===== config.mk =====
export PLATFORM = sky130hd
export DESIGN_NAME = rptr_empty_flat
export DESIGN_NICKNAME = d
export VERILOG_FILES = /design/src/rtl/fifo_pkg.sv /design/src/rtl/rptr_empty_if.sv /design/src/rtl/gray2bin.sv /design/src/rtl/rptr_empty.sv /design/src/flat_wrapper.sv
export SDC_FILE = /design/constraint.sdc
export NUM_CORES = 1
export LEC_CHECK = 0
export CORE_MARGIN = 1.5
export CORE_UTILIZATION = 30
export CTS_BUF_LIST = sky130_fd_sc_hd__clkbuf_8
export DETAILED_ROUTE_END_ITERATION = 10
export PLACE_DENSITY = 0.64
export SLEW_MARGIN = 5
export SYNTH_ARGS = -nofsm -noshare
export SYNTH_HDL_FRONTEND = slang
export SYNTH_SLANG_ARGS = --single-unit

===== constraint.sdc =====
create_clock -name rclk -period 2.05 [get_ports rclk]
set_input_delay 0.3075 -clock rclk [delete_from_list [all_inputs] [get_ports rclk]]
set_output_delay 0.3075 -clock rclk [all_outputs]
set_load 0.01 [all_outputs]

===== src/rtl/fifo_pkg.sv =====
// Shared async-FIFO helpers: default address width and Gray/binary conversions,
// used by both the read-side and write-side pointer logic.
package fifo_pkg;

  localparam int FIFO_ADDR_WIDTH = 3;
  localparam int PTR_W_MAX       = 16;

  function automatic logic [PTR_W_MAX-1:0] bin2gray(input logic [PTR_W_MAX-1:0] bin);
    return bin ^ (bin >> 1);
  endfunction

  // Zero-extended inputs convert correctly: the extra high Gray bits are 0.
  function automatic logic [PTR_W_MAX-1:0] gray2bin(input logic [PTR_W_MAX-1:0] gray);
    logic [PTR_W_MAX-1:0] bin;
    bin[PTR_W_MAX-1] = gray[PTR_W_MAX-1];
    for (int i = PTR_W_MAX - 2; i >= 0; i--) begin
      bin[i] = bin[i+1] ^ gray[i];
    end
    return bin;
  endfunction

endpackage


===== src/rtl/rptr_empty_if.sv =====
// Read-client bundle of the async FIFO read side: request, synchronized write
// pointer in; address, Gray pointer, flags and level out.
interface rptr_empty_if #(
  parameter int ADDR_WIDTH = fifo_pkg::FIFO_ADDR_WIDTH
);
  logic                  rinc;
  logic [ADDR_WIDTH:0]   rq2_wptr;
  logic [ADDR_WIDTH-1:0] raddr;
  logic [ADDR_WIDTH:0]   rptr;
  logic                  rempty;
  logic                  raempty;
  logic [ADDR_WIDTH:0]   rlevel;
  logic                  runderflow;

  modport master (
    output rinc, rq2_wptr,
    input  raddr, rptr, rempty, raempty, rlevel, runderflow
  );

  modport slave (
    input  rinc, rq2_wptr,
    output raddr, rptr, rempty, raempty, rlevel, runderflow
  );
endinterface


===== src/rtl/gray2bin.sv =====
// Combinational Gray-to-binary converter of configurable width.
module gray2bin #(
  parameter int WIDTH = fifo_pkg::FIFO_ADDR_WIDTH + 1
) (
  input  logic [WIDTH-1:0] gray_i,
  output logic [WIDTH-1:0] bin_o
);
  localparam int PW = fifo_pkg::PTR_W_MAX;

  assign bin_o = WIDTH'(fifo_pkg::gray2bin(PW'(gray_i)));
endmodule


===== src/rtl/rptr_empty.sv =====
// Async FIFO read pointer and registered empty flag. Define RPTR_EMPTY_LEVEL_EN
// to add the fill level and a level-based almost-empty flag.
module rptr_empty
  import fifo_pkg::*;
#(
  parameter int ADDR_WIDTH    = FIFO_ADDR_WIDTH,
  parameter int AEMPTY_THRESH = 1
) (
  input  logic         rclk,
  input  logic         rrst_n,
  rptr_empty_if.slave  rif
);
  localparam int PW = ADDR_WIDTH + 1;

  logic [PW-1:0] rbin_q, rbin_d;
  logic [PW-1:0] rptr_q, rptr_d;
  logic          rempty_q, rempty_d;
  logic          runderflow_q, runderflow_d;
  logic          rd_ok;

`ifdef RPTR_EMPTY_LEVEL_EN
  localparam logic [PW-1:0] THRESH = PW'(AEMPTY_THRESH);
  logic [PW-1:0] wbin_s;
  logic [PW-1:0] rlevel_q, rlevel_d;
  logic          raempty_q, raempty_d;

  gray2bin #(.WIDTH(PW)) u_gray2bin (
    .gray_i (rif.rq2_wptr),
    .bin_o  (wbin_s)
  );
`endif

  // NOTE: every always_comb output gets a value on every path, so no latches.
  always_comb begin
    rd_ok        = rif.rinc & ~rempty_q;
    rbin_d       = rbin_q + PW'(rd_ok);
    rptr_d       = PW'(bin2gray(PTR_W_MAX'(rbin_d)));
    // Full Gray compare including the wrap bit: equal means nothing left.
    rempty_d     = (rptr_d == rif.rq2_wptr);
    runderflow_d = runderflow_q | (rif.rinc & rempty_q);
`ifdef RPTR_EMPTY_LEVEL_EN
    rlevel_d     = wbin_s - rbin_d;
    raempty_d    = (rlevel_d <= THRESH);
`endif
  end

  // NOTE: reset is sampled on the clock edge; state uses non-blocking updates.
  always_ff @(posedge rclk) begin
    if (!rrst_n) begin
      rbin_q       <= '0;
      rptr_q       <= '0;
      rempty_q     <= 1'b1;
      runderflow_q <= 1'b0;
`ifdef RPTR_EMPTY_LEVEL_EN
      rlevel_q     <= '0;
      raempty_q    <= 1'b1;
`endif
    end else begin
      rbin_q       <= rbin_d;
      rptr_q       <= rptr_d;
      rempty_q     <= rempty_d;
      runderflow_q <= runderflow_d;
`ifdef RPTR_EMPTY_LEVEL_EN
      rlevel_q     <= rlevel_d;
      raempty_q    <= raempty_d;
`endif
    end
  end

  assign rif.raddr      = rbin_q[ADDR_WIDTH-1:0];
  assign rif.rptr       = rptr_q;
  assign rif.rempty     = rempty_q;
  assign rif.runderflow = runderflow_q;
`ifdef RPTR_EMPTY_LEVEL_EN
  assign rif.rlevel     = rlevel_q;
  assign rif.raempty    = raempty_q;
`else
  assign rif.rlevel     = '0;
  assign rif.raempty    = rempty_q;
`endif
endmodule


===== src/flat_wrapper.sv =====
// flat-port wrapper written by rule: the top's interface ports become plain ports
module rptr_empty_flat import fifo_pkg::*;
#(
  parameter int ADDR_WIDTH    = FIFO_ADDR_WIDTH,
  parameter int AEMPTY_THRESH = 1
)
  (rclk, rrst_n, rif_rinc, rif_rq2_wptr, rif_raddr, rif_rptr, rif_rempty, rif_raempty, rif_rlevel, rif_runderflow);
  rptr_empty_if #(.ADDR_WIDTH(ADDR_WIDTH)) rif_i ();
  input  logic rclk;
  input  logic rrst_n;
  input wire logic [$bits(rif_i.rinc)-1:0] rif_rinc;
  input wire logic [$bits(rif_i.rq2_wptr)-1:0] rif_rq2_wptr;
  output wire logic [$bits(rif_i.raddr)-1:0] rif_raddr;
  output wire logic [$bits(rif_i.rptr)-1:0] rif_rptr;
  output wire logic [$bits(rif_i.rempty)-1:0] rif_rempty;
  output wire logic [$bits(rif_i.raempty)-1:0] rif_raempty;
  output wire logic [$bits(rif_i.rlevel)-1:0] rif_rlevel;
  output wire logic [$bits(rif_i.runderflow)-1:0] rif_runderflow;
  assign rif_i.rinc = rif_rinc;
  assign rif_i.rq2_wptr = rif_rq2_wptr;
  assign rif_raddr = rif_i.raddr;
  assign rif_rptr = rif_i.rptr;
  assign rif_rempty = rif_i.rempty;
  assign rif_raempty = rif_i.raempty;
  assign rif_rlevel = rif_i.rlevel;
  assign rif_runderflow = rif_i.runderflow;
  rptr_empty #(.ADDR_WIDTH(ADDR_WIDTH), .AEMPTY_THRESH(AEMPTY_THRESH)) u_core (.rclk(rclk), .rrst_n(rrst_n), .rif(rif_i));
endmodule

Run 1, gate families picked out:
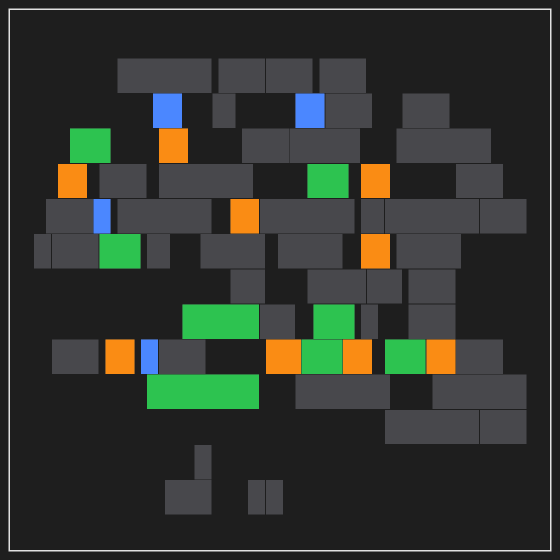
- green: XOR/XNOR gates (cells 8; most used xor2_1)
- orange: AND and OR gates (cells 9; most used and2_1)
- blue: NOR gates (cells 4)
non-filler instance count after layout: 79
most instantiated logic cell after routing: sky130_fd_sc_hd__clkdlybuf4s50_1
fraction of standard cell area in multi-input logic: 36.7%

Run 1, clock nets:
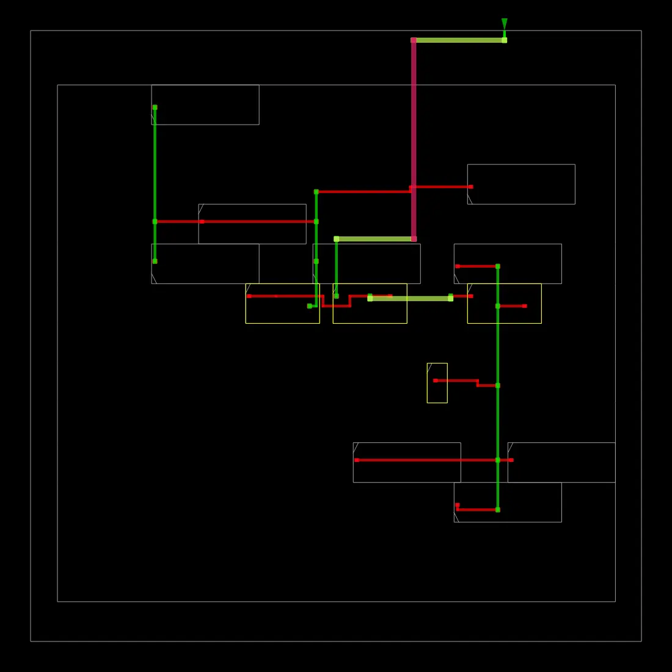
final setup skew: 0.918 ps
Num CTS Buffers: 3

Run 1, where the registers sit:
Other sequential cells in the stronger gray, the rest of the logic in the fainter gray.
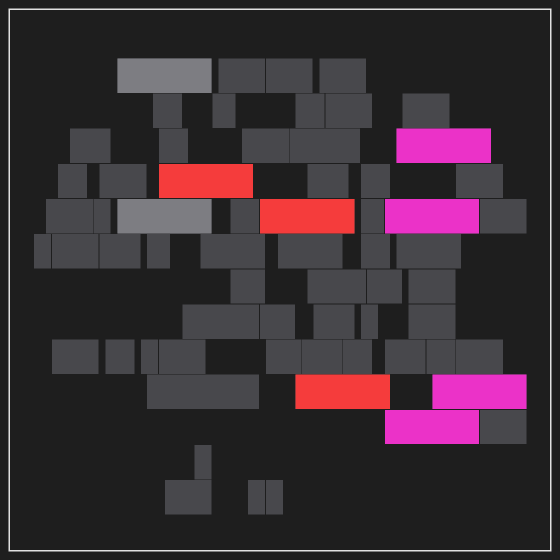
- red: u_core.rbin_q (sequential cells 3)
- magenta: u_core.rif.rptr (sequential cells 4)
Seq/total area: 26.7%
seq pwr: 190 uW

Run 1, sizing map:
The bar under the picture is 10 um long.
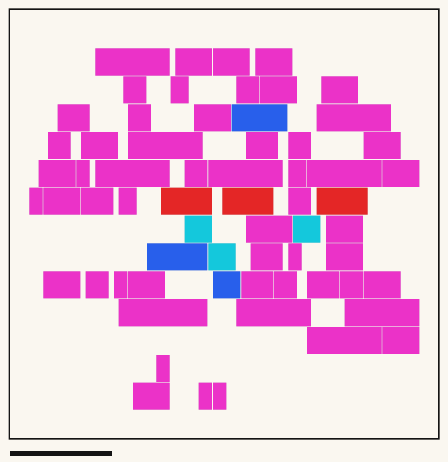
- cyan: _3 and _4 cells (cells 3)
- blue: _2 cells (cells 3)
- magenta: _0 and _1 cells (cells 55)
- red: _6 and larger (cells 3)

==> run notes, run 1 <==
Reports from this run.

- The flow ran to the end, and the final reports show no timing, DRC or antenna violations.
- The path class of the tightest hold or removal check is register to register.
- The synthesized netlist was found by Yosys to have 43 cells.
- The cell accounting for the most synthesized area reads sky130_fd_sc_hd__dfxtp_1.
- The tree is rooted in a sky130_fd_sc_hd__clkbuf_8.
- The final antenna diode tally reported by the flow is 0.
- The delay of the slowest cell on the worst path is 420 ps.
- The wire length on met2 reads 297 um.
- The number of hold violations in the final report is 0.
- According to the CTS report, the clock sink count is 9.
- The leakage power in the latest report is 0.000304 uW.
- Detailed routing placed a total of 52 um of wire on met3.
- The max-capacitance violation count is 0.
- The number of failing setup endpoints in the final timing report is 0.
- The share of the synthesized area in the top cell type reads 39.9%.
- The overall chip area reads 0.00175 mm2.
- The effective utilization at floorplan reads 33.5%.
- Summing every instance area after synthesis gives 452 um2.
- The synthesis stats list as the most numerous cell sky130_fd_sc_hd__dfxtp_1.
- The dominant register cell in the synthesized netlist reads sky130_fd_sc_hd__dfxtp_1.
- The horizontal die dimension reported for this design is 41.8 um.
- The aggregate global-route resource usage is 9.43%.
- For this run, the detailed router reports a per-instance via density of 4.01.
- The clock latency at the later pin of the worst-skew pair is 220 ps.
- The highest metal layer carrying signal wires in the routed design is met4.
- For reference, the top cells by area after synthesis are sky130_fd_sc_hd__dfxtp_1 (40%), sky130_fd_sc_hd__and2_1 (11%), sky130_fd_sc_hd__buf_4 (8.3%), sky130_fd_sc_hd__xor2_1 (7.8%), sky130_fd_sc_hd__ha_1 (5.5%).
- The number of nets still failing antenna checks after routing is 0.
- After floorplanning, the core was sized to cover 0.00135 mm2.
- Per the run report, area growth between synthesis and finish was 49.3%.
- Counting every instance in the synthesized netlist gives 43.
- OpenROAD emitted warnings numbering 26.
- The vertical die dimension reads 41.8 um.
- The via count of the first global-routing pass reads 320.
- The type of the worst setup path is primary input to register.
- Sequential elements use 39.9% of the synthesized area.
- The number of antenna violations at the first check in global routing came to 0.
- Entering global routing, the biggest net connects 10 pins.
- Yosys reports that the most numerous cell types are sky130_fd_sc_hd__dfxtp_1 (9), sky130_fd_sc_hd__and2_1 (8), sky130_fd_sc_hd__buf_4 (5), sky130_fd_sc_hd__xor2_1 (4).
- The fmax is 515 MHz.
- The count of pins on the block boundary reads 21.
- The final weighted congestion of routability-driven global placement reads 0.678.
- The slowest library cell on the worst path reads sky130_fd_sc_hd__clkdlybuf4s50_1.
[run 1: report_power, final]
group / switching (uW) / leakage (uW) / internal (uW)
logic: 30.7 / 0.000204 / 47.2
clock network: 63.4 / 0.0000269 / 130
registers: 4.53 / 0.0000736 / 185
total: 98.6 / 0.000304 / 362
[run 1: registers in the layout (all words and copies together) (netlist names)]
name / flops
u_core.rif.runderflow: 1
u_core.rif.rptr: 4
u_core.rbin_q: 3
u_core.rif.raempty: 1
[run 1: metal layers]
metal	up-vias	global-route usage, %
li1	170	-
met1	131	11.9
met2	14	13.4
met3	2	4.78
met4	0	3.87
met5	-	0
[run 1: cells in the final DEF (no fill, tap or decap), drive strengths merged]
cell | netlist | routed
ha | 2 | 2
nor2b | 2 | 2
a21oi | 1 | 1
xor2 | 5 | 5
buf | 5 | 3
mux2i | 2 | 2
inv | 0 | 1
clkbuf | 0 | 3
nor2 | 2 | 2
o21ai | 1 | 1
clkdlybuf4s50 | 0 | 16
xor3 | 1 | 1
xnor2 | 2 | 2
nand3 | 1 | 1
conb | 1 | 4
dfxtp | 9 | 9
and2 | 9 | 9
[run 1: cell type report]
cell class              count  area [um2]
clock inverters             1        3.75
multi-input cells          32         248
clock buffers               3        41.3
fillers                   128         676
well taps                  15        18.8
flip-flops and latches      9         180
repair buffers             19         183
[run 1: final timing paths]
| kind | startpoint | end | slack [ps] | cells after the start |
|---|---|---|---|---|
| hold reg to reg | u_core.rif.runderflow$_SDFF_PN0_ | u_core.rif.runderflow$_SDFF_PN0_ | 480 | 2 |
| hold / removal | u_core.rif.runderflow$_SDFF_PN0_ | u_core.rif.runderflow$_SDFF_PN0_ | 480 | 2 |
| setup reg to reg | u_core.rif.raempty$_SDFF_PN1_ | u_core.rif.raempty$_SDFF_PN1_ | 320 | 8 |
| setup / recovery | rif_rinc | u_core.rif.raempty$_SDFF_PN1_ | 110 | 9 |
[run 1: logic make-up after synthesis]
| logic type | count (synthesis) | synth area share [%] |
|---|---|---|
| AND-OR/OR-AND | 2 | 2.21 |
| XOR/XNOR | 8 | 20.5 |
| adder cells (fa/ha/maj) | 2 | 5.54 |
| buffers and inverters | 5 | 8.31 |
| flip-flops | 9 | 39.9 |
| multiplexers | 2 | 4.43 |
| other | 1 | 0.830 |
| AND/OR/NAND/NOR | 14 | 18.3 |
[run 1: worst max-delay path: cells and delay by family]
family	cells	cell delay (ps)
compound gates	1	80
xor+xnor	2	370
fa+ha+maj	2	380
buf+inv	2	570
mux	1	210
simple gates	1	140
[run 1: through the flow]
| step | hold slack, ps | setup WS (ps) | utilization [%] | setup TNS, ps | cell area, um2 |
|---|---|---|---|---|---|
| finish | 485 | 109 | 50.0 | 0 | 674 |
| global route | 547 | 15.5 | 50.0 | 0 | 674 |
| CTS | 492 | 77.9 | 49.8 | 0 | 672 |
| detailed placement | 477 | -157 | 46.4 | -366 | 627 |
| global placement | 479 | -147 | 46.4 | -338 | 627 |
| floorplan | 387 | 355 | - | 0 | 463 |
[run 1: what timing repair did]
action,4_1_cts,5_1_grt
buffers inserted,0,0
endpoints found under the setup margin,0,1
resized,0,1
==> run 2, diff against run 1 <==
Settings changed: CORE_AREA set to 2 2 39 41, CORE_MARGIN 1.5 to not set, CORE_UTILIZATION 30 to not set, DIE_AREA set to 0 0 41 43, PLACE_DENSITY 0.64 to 0.7.
Run 2, clock nets:
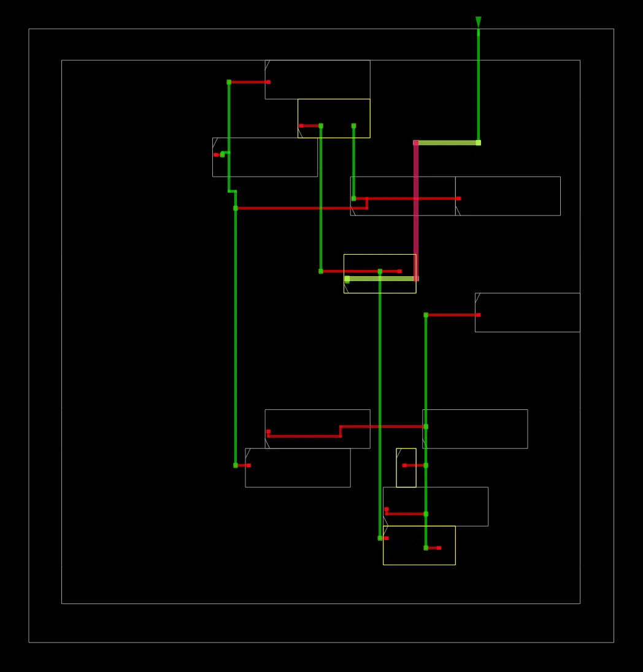
Latency at later pin: 230 ps
clock sink total: 9

==> run 2 against run 1 <==
Via count rose by 2.8%; clock power grew 5%; sequential cell count did not move; total power rose by 1.9%; routed wire length grew 15%; maximum frequency up 0.43%; die area rose by 0.90%; critical path type unchanged; critical endpoint unchanged; largest cell class unchanged; largest power group unchanged; highest routed layer unchanged.
==> run notes, run 2 <==
Reports from this run.

- The run finished with clean final reports.
- The leakage power of the design reads 0.000307 uW (+0.81%).
- The number of failing setup endpoints in the final timing report reads 0 (unchanged).
- The max-capacitance violation count was 0 (unchanged).
- Looking at hold timing, the worst path starts from u_core.rif.runderflow$_SDFF_PN0_.
- The via count of the first global-routing pass is 288 (-10%).
- The number of hold violations in the final report is 0 (unchanged).
- The flip-flop count of the largest register, all copies and words added came to 4 (unchanged).
- The multi-input logic area reads 250 um2 (+1.0%).
- The most common cell in the netlist is sky130_fd_sc_hd__dfxtp_1.
- The tally of OpenROAD warnings reads 26 (unchanged).
- The number of nets still failing antenna checks after routing is 0 (unchanged).
- The switching component of the power is 108 uW (+9.3%).
- The TritonCTS buffer count reads 3 (unchanged).
- The non-filler instance count after layout reads 80 (+1.3%).
- The aggregate global-route resource usage reads 11.6% (+2.2 points).
- The total setup buffers inserted after CTS was 0 (unchanged).
- The fmax is 517 MHz (+0.43%).
- The final-layout worst hold slack is 501 ps (+15.7 ps).
- In this run the worst setup path begins at rif_rinc.
- The worst min-delay path category is register to register.
- For reference, the top cells by area after synthesis are sky130_fd_sc_hd__dfxtp_1 (40%), sky130_fd_sc_hd__and2_1 (11%), sky130_fd_sc_hd__buf_4 (8.3%), sky130_fd_sc_hd__xor2_1 (7.8%), sky130_fd_sc_hd__ha_1 (5.5%).
[run 2: stage by stage]
step | utilization [%] | setup slack [ps] | total power [uW] | TNS (ps) | instance area (um2)
final | 49.0 | 117 | 469 | 0 | 678
after CTS | 48.6 | 98.5 | 476 | 0 | 673
after global routing | 49.0 | 3.12 | 497 | 0 | 678
after floorplan | - | 355 | 237 | 0 | 463
after detailed placement | 45.4 | -143 | 270 | -336 | 628
after global placement | 45.4 | -133 | 269 | -311 | 628
[run 2: critical path, stage by stage]
cell                              delay (ps)
sky130_fd_sc_hd__clkdlybuf4s50_1         420
sky130_fd_sc_hd__nor2b_2                 160
sky130_fd_sc_hd__ha_2                    170
sky130_fd_sc_hd__ha_1                    190
sky130_fd_sc_hd__buf_4                   140
sky130_fd_sc_hd__xor2_2                  180
sky130_fd_sc_hd__xnor2_1                 180
sky130_fd_sc_hd__mux2i_1                 210
sky130_fd_sc_hd__o21ai_1                  80
[run 2: power groups by stage]
stage	clock network (uW)	logic [uW]	registers, uW
after floorplan	0	40.1	197
after global placement	0	75.9	193
after detailed placement	0	76.6	193
after CTS	209	77.2	190
after global routing	221	85.5	191
final	202	77.4	190
[run 2: path summary, 6_finish.rpt]
check,endpoint,slack (ps),cells after the start
worst min-delay path,u_core.rif.runderflow$_SDFF_PN0_,500,2
worst min register to register,u_core.rif.runderflow$_SDFF_PN0_,500,2
worst max-delay path,u_core.rif.raempty$_SDFF_PN1_,120,9
worst max register to register,u_core.rif.raempty$_SDFF_PN1_,310,8
[run 2: timing repair]
item,in CTS,in global routing
endpoints found under the hold margin,0,0
gates resized,0,2
endpoints found under the setup margin,0,1
[run 2: per-layer routing]
layer  vias to the layer above  wire length (um)  global-route usage, %
met5                         -                 0                      0
met1                       142               368                   13.4
li1                        170                 -                      -
met2                        12               400                   15.6
met4                         0                 9                   12.0
met3                         2                36                   3.14
[run 2: layout make-up]
class | count | share of cell area (%)
multi-input combinational | 32 | 36.9
clock inverter | 1 | 0.554
timing repair buffer | 19 | 26.9
clock buffer | 3 | 6.09
tap | 16 | 2.95
sequential | 9 | 26.6
[run 2: cell families after synthesis]
group	count (synthesis)	share of synthesized area (%)
muxes	2	4.43
adders and majority gates	2	5.54
buffers and inverters	5	8.31
other	1	0.830
xor gates and xnor gates	8	20.5
DFF	9	39.9
and+or+nand+nor	14	18.3
AOI/OAI and AO/OA	2	2.21
No activity file was given, so power comes from the tool's default toggle rates.
